`config.mk`:
```
export PLATFORM = sky130hd
export DESIGN_NAME = game_grid_dbuf_avl
export DESIGN_NICKNAME = d
export VERILOG_FILES = /design/src/rtl/game_grid_dbuf_avl.sv
export SDC_FILE = /design/constraint.sdc
export NUM_CORES = 1
export LEC_CHECK = 0
export ABC_AREA = 1
export CORE_AREA = 2 2 266 268
export CTS_CLUSTER_SIZE = 14
export DETAILED_ROUTE_END_ITERATION = 10
export DIE_AREA = 0 0 268 270
export PLACE_DENSITY = 0.62
export SKIP_LAST_GASP = 1
export SYNTH_ARGS = -nofsm -noshare
export SYNTH_HDL_FRONTEND = slang
export SYNTH_SLANG_ARGS = --single-unit
```
`constraint.sdc`:
```
create_clock -name CLK -period 2.4 [get_ports CLK]
set_input_delay 0.36 -clock CLK [delete_from_list [all_inputs] [get_ports CLK]]
set_output_delay 0.36 -clock CLK [all_outputs]
set_load 0.01 [all_outputs]
```
`src/rtl/game_grid_dbuf_avl.sv`:
```
// rtl/game_grid_dbuf_avl.sv - double-buffered game tile grid with Avalon-MM access and vsync-aligned bank swap
// Optional macro GRID_COPY_ON_SWAP_EN adds a post-flip copy pass from the displayed bank into the back bank.
module game_grid_dbuf_avl #(
    parameter int ROWS      = 4,
    parameter int COLS      = 4,
    parameter int CELL_BITS = 16,
    parameter int ADDR_W    = 5
) (
    input  logic                      CLK,
    input  logic                      RESET,
    input  logic                      AVL_READ,
    input  logic                      AVL_WRITE,
    input  logic                      AVL_CS,
    input  logic [ADDR_W-1:0]         AVL_ADDR,
    input  logic [15:0]               AVL_WRITEDATA,
    output logic [15:0]               AVL_READDATA,
    output logic                      AVL_WAITREQUEST,
    input  logic                      VS,
    input  logic [$clog2(ROWS)-1:0]   DISP_ROW,
    input  logic [$clog2(COLS)-1:0]   DISP_COL,
    output logic [CELL_BITS-1:0]      DISP_CELL
);

    localparam int N  = ROWS * COLS;
    localparam int IW = (N > 1) ? $clog2(N) : 1;
    localparam logic [ADDR_W-1:0] CTRL_A = ADDR_W'(N);
    localparam logic [ADDR_W-1:0] STAT_A = ADDR_W'(N + 1);

    typedef enum logic [1:0] {
        ST_IDLE = 2'd0,
        ST_PEND = 2'd1,
        ST_COPY = 2'd2
    } state_t;

    state_t                 state_q, state_d;
    logic                   bank_sel_q;
    logic                   vs_q;
    logic [7:0]             frame_q;
    logic [15:0]            readdata_q, readdata_d;
    logic [CELL_BITS-1:0]   disp_q, disp_d;
    logic [CELL_BITS-1:0]   bank0_q [N];
    logic [CELL_BITS-1:0]   bank1_q [N];

    logic                   pending, copy_busy;
    logic                   acc, wr_en, rd_en, cell_wr, swap_wr;
    logic                   vs_fall, flip;
    logic [IW-1:0]          av_idx, disp_idx;
    logic                   disp_ok;
    logic [CELL_BITS-1:0]   back_rd, front_disp;

    assign acc     = AVL_CS & ~AVL_WAITREQUEST;
    assign wr_en   = acc & AVL_WRITE;
    assign rd_en   = acc & AVL_READ;
    assign av_idx  = AVL_ADDR[IW-1:0];
    assign cell_wr = wr_en & (AVL_ADDR < CTRL_A);
    assign swap_wr = wr_en & (AVL_ADDR == CTRL_A) & AVL_WRITEDATA[0];
    assign vs_fall = vs_q & ~VS;
    assign flip    = (state_q == ST_PEND) & vs_fall;

    // bank_sel selects the front bank; the back bank is always the other one.
    assign back_rd    = bank_sel_q ? bank0_q[av_idx] : bank1_q[av_idx];
    assign disp_idx   = IW'(DISP_ROW) * IW'(COLS) + IW'(DISP_COL);
    assign disp_ok    = (32'(DISP_ROW) < ROWS) && (32'(DISP_COL) < COLS);
    assign front_disp = bank_sel_q ? bank1_q[disp_idx] : bank0_q[disp_idx];

`ifdef GRID_COPY_ON_SWAP_EN
    logic [IW-1:0] copy_idx_q, copy_idx_d;

    assign copy_idx_d = (state_q == ST_COPY) ? copy_idx_q + 1'b1 : '0;

    always_ff @(posedge CLK) begin
        if (RESET) copy_idx_q <= '0;
        else       copy_idx_q <= copy_idx_d;
    end
`endif

    always_ff @(posedge CLK) begin
        if (RESET) state_q <= ST_IDLE;
        else       state_q <= state_d;
    end

    always_comb begin
        state_d = state_q;
        case (state_q)
            ST_IDLE: if (swap_wr) state_d = ST_PEND;
`ifdef GRID_COPY_ON_SWAP_EN
            ST_PEND: if (vs_fall) state_d = ST_COPY;
            ST_COPY: if (copy_idx_q == IW'(N - 1)) state_d = ST_IDLE;
`else
            ST_PEND: if (vs_fall) state_d = ST_IDLE;
`endif
            default: state_d = ST_IDLE;
        endcase
    end

    always_comb begin
        pending = (state_q == ST_PEND);
`ifdef GRID_COPY_ON_SWAP_EN
        copy_busy = (state_q == ST_COPY);
`else
        copy_busy = 1'b0;
`endif
        AVL_WAITREQUEST = copy_busy;
    end

    always_comb begin
        readdata_d = readdata_q;
        if (rd_en) begin
            if (AVL_ADDR < CTRL_A)       readdata_d = 16'(back_rd);
            else if (AVL_ADDR == CTRL_A) readdata_d = {15'd0, pending};
            else if (AVL_ADDR == STAT_A) readdata_d = {frame_q, 6'd0, copy_busy, pending};
            else                         readdata_d = 16'd0;
        end
        disp_d = disp_ok ? front_disp : '0;
    end

    always_ff @(posedge CLK) begin
        if (RESET) begin
            bank_sel_q <= 1'b0;
            vs_q       <= 1'b1;
            frame_q    <= 8'd0;
            readdata_q <= 16'd0;
            disp_q     <= '0;
        end else begin
            vs_q       <= VS;
            readdata_q <= readdata_d;
            disp_q     <= disp_d;
            if (vs_fall) frame_q <= frame_q + 8'd1;
            if (flip)    bank_sel_q <= ~bank_sel_q;
        end
    end

    // A write in the flip cycle uses the pre-flip select, so it lands in the bank about to be shown.
    always_ff @(posedge CLK) begin
        if (RESET) begin
            for (int i = 0; i < N; i++) begin
                bank0_q[i] <= '0;
                bank1_q[i] <= '0;
            end
        end else begin
            if (cell_wr) begin
                if (bank_sel_q) bank0_q[av_idx] <= AVL_WRITEDATA[CELL_BITS-1:0];
                else            bank1_q[av_idx] <= AVL_WRITEDATA[CELL_BITS-1:0];
            end
`ifdef GRID_COPY_ON_SWAP_EN
            if (state_q == ST_COPY) begin
                if (bank_sel_q) bank0_q[copy_idx_q] <= bank1_q[copy_idx_q];
                else            bank1_q[copy_idx_q] <= bank0_q[copy_idx_q];
            end
`endif
        end
    end

    assign AVL_READDATA = readdata_q;
    assign DISP_CELL    = disp_q;

endmodule

```
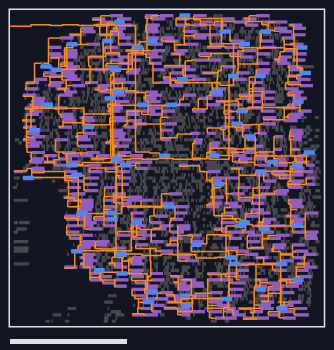
*Clock distribution*
The bar under the picture is 100 um long.
[clock-net drivers] blue | count: 66
[flip-flops] purple | count: 555
[clock wires] orange | length: 7740 um
routed clock nets	67
clock power share: 0.424
Worst Skew: 0.0288 ns

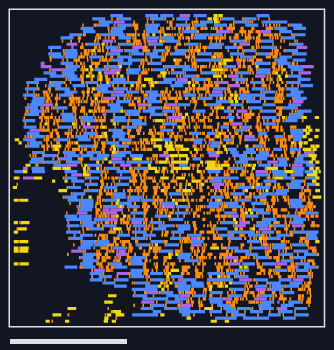
*Cell classes on the final placement*
The bar under the picture is 100 um long.
class	color	cells	share of their area
registers	blue	555	48%
remaining buffers and delay cells	yellow	272	8.6%
clock drivers and dummy loads	purple	118	6.5%
remaining logic cells	orange	2991	37%
Seq area share: 0.466
row count: 97
area of the core: 69500 um2
final core utilization: 0.500

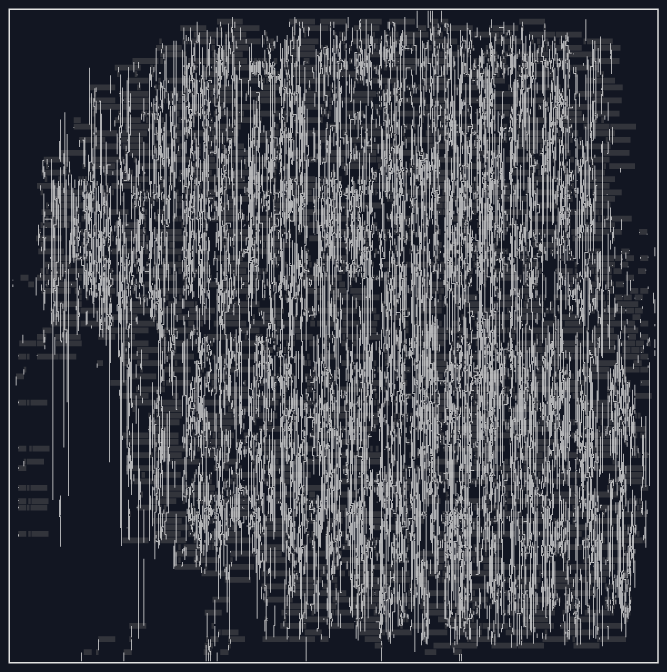
*M2 wires*
Cells faint in the background.
wire length on this layer	48.8 mm
share of all routed wire	43%
nets with wire on the layer	2861
DR vias: 27736
M2 GR Usage: 0.459
final wirelength: 115000 um

==> summary.txt <==
impl run done, here's what came out: number of synthesized register bits=555, Buf+Inv Stages, Crit Path=1, Hold Crit Depth=4, cells along the critical path=clkdlybuf4s50_1, Sink Count=555, Final Max-Slew Violation Tally=0, Post-route DRC=0, FP Util=0.427, max frequency=483 MHz, Final Instance Area=34800 um2, area grow syn2layout=17.2%, WP data arrival=1.71 ns, Post-Synthesis Cells=3839, post-route antenna net violation count=0, P_leak=0.0149 uW, global route overflow=0, Yosys top cell area share=0.518, first-pass GRT wire length=169000 um, # Post-CTS Setup Buffers=0, outcome=finished, final reports clean, Die Width=268 um, Iteration-0 DRC Markers=4330, DP HPWL=75800 um, # IOs=64, worst-case clock buffer depth=3
routing by layer:
metal  part of all wire  routed length, um  vias up
li1                   -                  -    12563
met5             0.0013                148        -
met1               0.40              45800    13010
met4              0.042               4780        4
met2               0.43              48800     1876
met3               0.13              15000      283
stage by stage:
step                      setup WS, ns  cells  hold slack, ns  power (uW)   util
final                            0.331   4876           0.341       24300  0.500
after global routing             0.325   4876           0.337       25000  0.500
after CTS                        0.365   4876           0.309       24300  0.500
after detailed placement       -0.0360   4758           0.482       14100  0.469
after global placement         0.00223   4758           0.476       14100  0.469
after floorplan                  0.121   3839           0.446       12700      -
power by group:
group,switching [uW],internal [uW],leakage [uW],total [uW]
clock network,4230,6070,0.00106,10300
registers,205,10900,0.00566,11100
logic,2090,853,0.00821,2950
total,6530,17800,0.0149,24300
synthesized netlist by cell type, drive strengths merged:
library cell  number
xor2               1
o21a               2
nor3b              1
nor4               3
o21ai            170
inv               91
a21oi            170
o31ai             23
edfxtp           512
a31oi              1
o211ai            15
or2                1
o22ai             23
nor3               6
clkbuf           197
nor2             771
buf               96
nand3            252
dfxtp             43
o41ai              1
ha                 1
clkinv             5
and3               1
nand2           1451
conb               1
a211oi             1
path summary, 6_finish.rpt:
check,slack [ns],startpoint,end
setup / recovery,0.33,DISP_CELL[14]$_SDFF_PP0_,DISP_CELL[14]
hold / removal,0.34,AVL_ADDR[1],AVL_READDATA[0]$_SDFFE_PP0P_
setup reg to reg,0.60,bank0_q[6][12]$_SDFFCE_PN0P_,DISP_CELL[12]$_SDFF_PP0_
hold reg to reg,0.50,frame_q[7]$_SDFFE_PP0P_,frame_q[7]$_SDFFE_PP0P_
cell usage in the layout (no fill, tap or decap), types with 55 or more instances in the layout:
| cell | n |
|---|---|
| a21oi_1 | 170 |
| buf_12 | 55 |
| buf_4 | 156 |
| clkbuf_16 | 68 |
| clkdlybuf4s50_1 | 56 |
| edfxtp_1 | 512 |
| inv_1 | 83 |
| nand2_1 | 1451 |
| nand3_1 | 243 |
| nor2_1 | 766 |
| o21ai_0 | 170 |
state kept, by name (all words and copies together) (netlist names):
signal	cells
AVL_READDATA	16
DISP_CELL	16
bank0_q	256
bank1_q	256
bank_sel_q	1
frame_q	8
state_q	1
vs_q	1
logic make-up (layout without fill, tap and decap cells):
kind of cell / after synthesis / count (layout) / synth area share
adders and majority gates: 1 / 1 / 0.000421
xor gates and xnor gates: 1 / 1 / 0.000295
DFF: 555 / 555 / 0.547
buffers and inverters: 389 / 486 / 0.0520
and+or+nand+nor: 2486 / 2486 / 0.328
AOI/OAI and AO/OA: 406 / 406 / 0.0730
other: 1 / 1 / 0.000126
area by class of cell:
cell class                 instances  area [um2]
timing repair buffer             272        2880
sequential                       555       16200
tap                              940        1180
clock inverter                    33         387
clock buffer                      85        1800
multi-input combinational       2895       12000
inverter                          96         375
fill                            6648       34700
Power is estimated from default activity; no workload was simulated.
